Design strobe_conditioner, sky130hd; sources not shown.
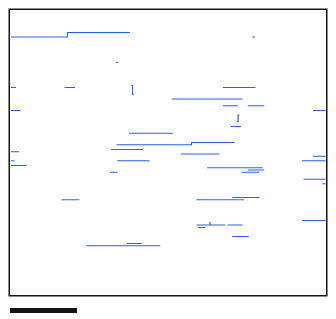
(met3 routing)
The bar under the picture is 20 um long.
wire length on this layer	302 um
nets with wire on the layer	34
share of all routed wire	3.7%
met3 global-route usage: 0.0326
Total Wirelength: 8.09 mm

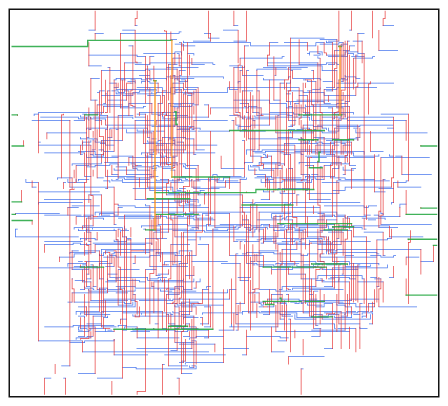
(wiring by layer)
layer	color	wire length
metal 2	red	3750 um
metal 4	orange	77.5 um
metal 1	blue	3960 um
metal 3	green	302 um
total track usage: 0.216
total number of vias: 2879
DR WL/cell: 17.2 um

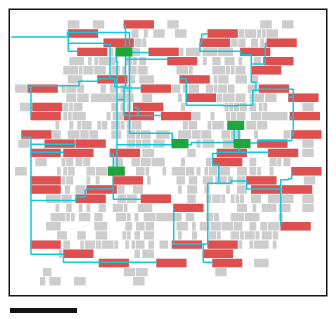
(clock wires, drivers and flops)
The bar under the picture is 20 um long.
[clock drivers] green | count: 5
[flip-flops] red | count: 56
[clock wires] cyan | length: 714 um
routed clock nets	6
flops lie	all over the die
clk latency late pin: 0.31 ns
Clk power: 0.000272 W
Clock Power Share: 0.229

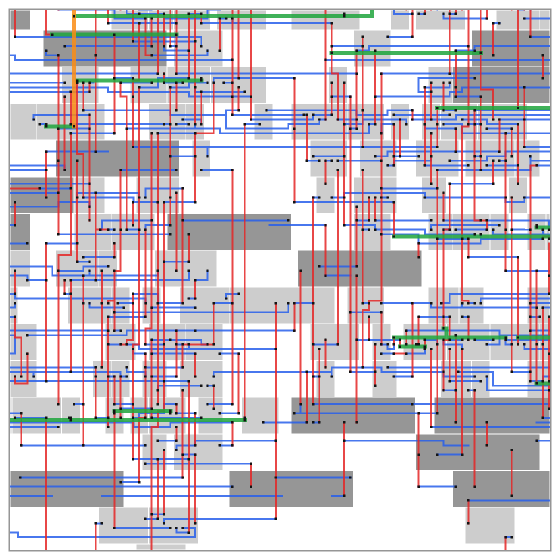
(zoomed window)
Region (27, 5) to (67, 45) um. Cells in gray, sequential cells in the stronger gray; small squares are vias.
layer	color
metal 2	red
metal 1	blue
metal 3	green
metal 4	orange
most frequent	dfrtp_1 (13), nand2_1 (12), nor2_1 (7)
sequential cells in the window	13
cells with their middle in the window	101

==> Changelog: implementation <==
### Physical design

* Worst min-delay path class: register to register
* CP max stage delay at 0.65 ns
* Reg2Reg Depth at 4
* Seq cells post-synth at 56
* First-pass GRT wire length at 13.5 mm
* Leakage at 1.59 nW
* Run status: finished clean
* Cell type with the largest total area: dfrtp_1
* Area growth syn-to-layout at 13.1%
* Gp weighted congestion at 0.830
* IO Pins at 28
* CTS tree: done
* PortBufs at 27
* Final Cell Area at 3850 um^2
* Initial antenna violation count at 0
* Slack of the worst reg-to-reg path at 2.69 ns
* CTS sink count at 56
* Cells after DPL at 462
* Required time worst endpoint at 5.01 ns
* Vertical die size at 84.5 um
* Ys Warns at 6
* Clk pin slew, worst setup/hold paths at 0.10 ns
* Fin util at 0.536
* Flip-flops with a built-in enable at 0
* Worst-path maximum fanout at 8
* P per Cell Area at 308 nW/um^2
* Core area at 7180 um^2
* Row count at 29
* Residual DRC count at 0
* Post-synth top cells: dfrtp_1 (56), nand2_1 (36), inv_1 (28), nor2_1 (28), a21oi_1 (16)
* Fmax at 338 MHz
* CTS root buffer: clkbuf_8
* Post-DP HPWL at 5.45 mm
* Period utilization at 0.616
* Max-cap viol count at 0
* Starting DRT DRC Count at 122
* TNS Setup at 0 ns
==> where the power goes <==
part	switching [W]	internal [W]
registers	0.0000747	0.000511
clock network	0.000156	0.000116
logic	0.000171	0.000157
==> cell type report <==
cell class / instances / area [um^2] / area share
inverters: 28 / 105 / 0.0273
flip-flops and latches: 56 / 1400 / 0.364
clock inverters: 2 / 10.0 / 0.00260
clock buffers: 6 / 82.6 / 0.0215
repair buffers: 29 / 280 / 0.0728
multi-input cells: 256 / 1850 / 0.481
well taps: 93 / 116 / 0.0302
==> cell families after synthesis <==
logic type      after synthesis  synth area share
fa+ha+maj                    12            0.0441
mux                          12            0.0353
flops                        56             0.412
simple gates                124             0.218
compound gates              108             0.247
buf+inv                      40            0.0441
==> stage by stage <==
step | hold slack, ns | setup slack, ns
after global routing | 0.367 | 1.75
after detailed placement | 0.337 | 1.55
after CTS | 0.361 | 1.85
final | 0.356 | 1.84
after global placement | 0.332 | 1.58
after floorplan | 0.331 | 2.39
==> layer usage <==
metal	vias to the layer above	routed length (um)	GRT usage
li1	1377	-	-
met1	1424	3960	0.307
met2	71	3750	0.340
met3	7	301	0.0326
met4	0	77	0.0629
met5	-	0	0
==> layout by cell type, fill, tap and decap left out, drive strengths merged, types with 6 or more instances in the layout <==
cell type | synthesis | layout
a21oi | 16 | 16
a221oi | 12 | 12
a311oi | 8 | 8
clkbuf | 12 | 6
clkdlybuf4s50 | 0 | 26
dfrtp | 56 | 56
ha | 12 | 12
inv | 28 | 28
mux2i | 12 | 12
nand2 | 36 | 36
nand2b | 12 | 12
nor2 | 28 | 28
nor3b | 8 | 8
nor4 | 8 | 8
o211ai | 12 | 12
o21ai | 8 | 8
o22ai | 8 | 8
or4 | 12 | 12
No activity file was given, so power comes from the tool's default toggle rates.
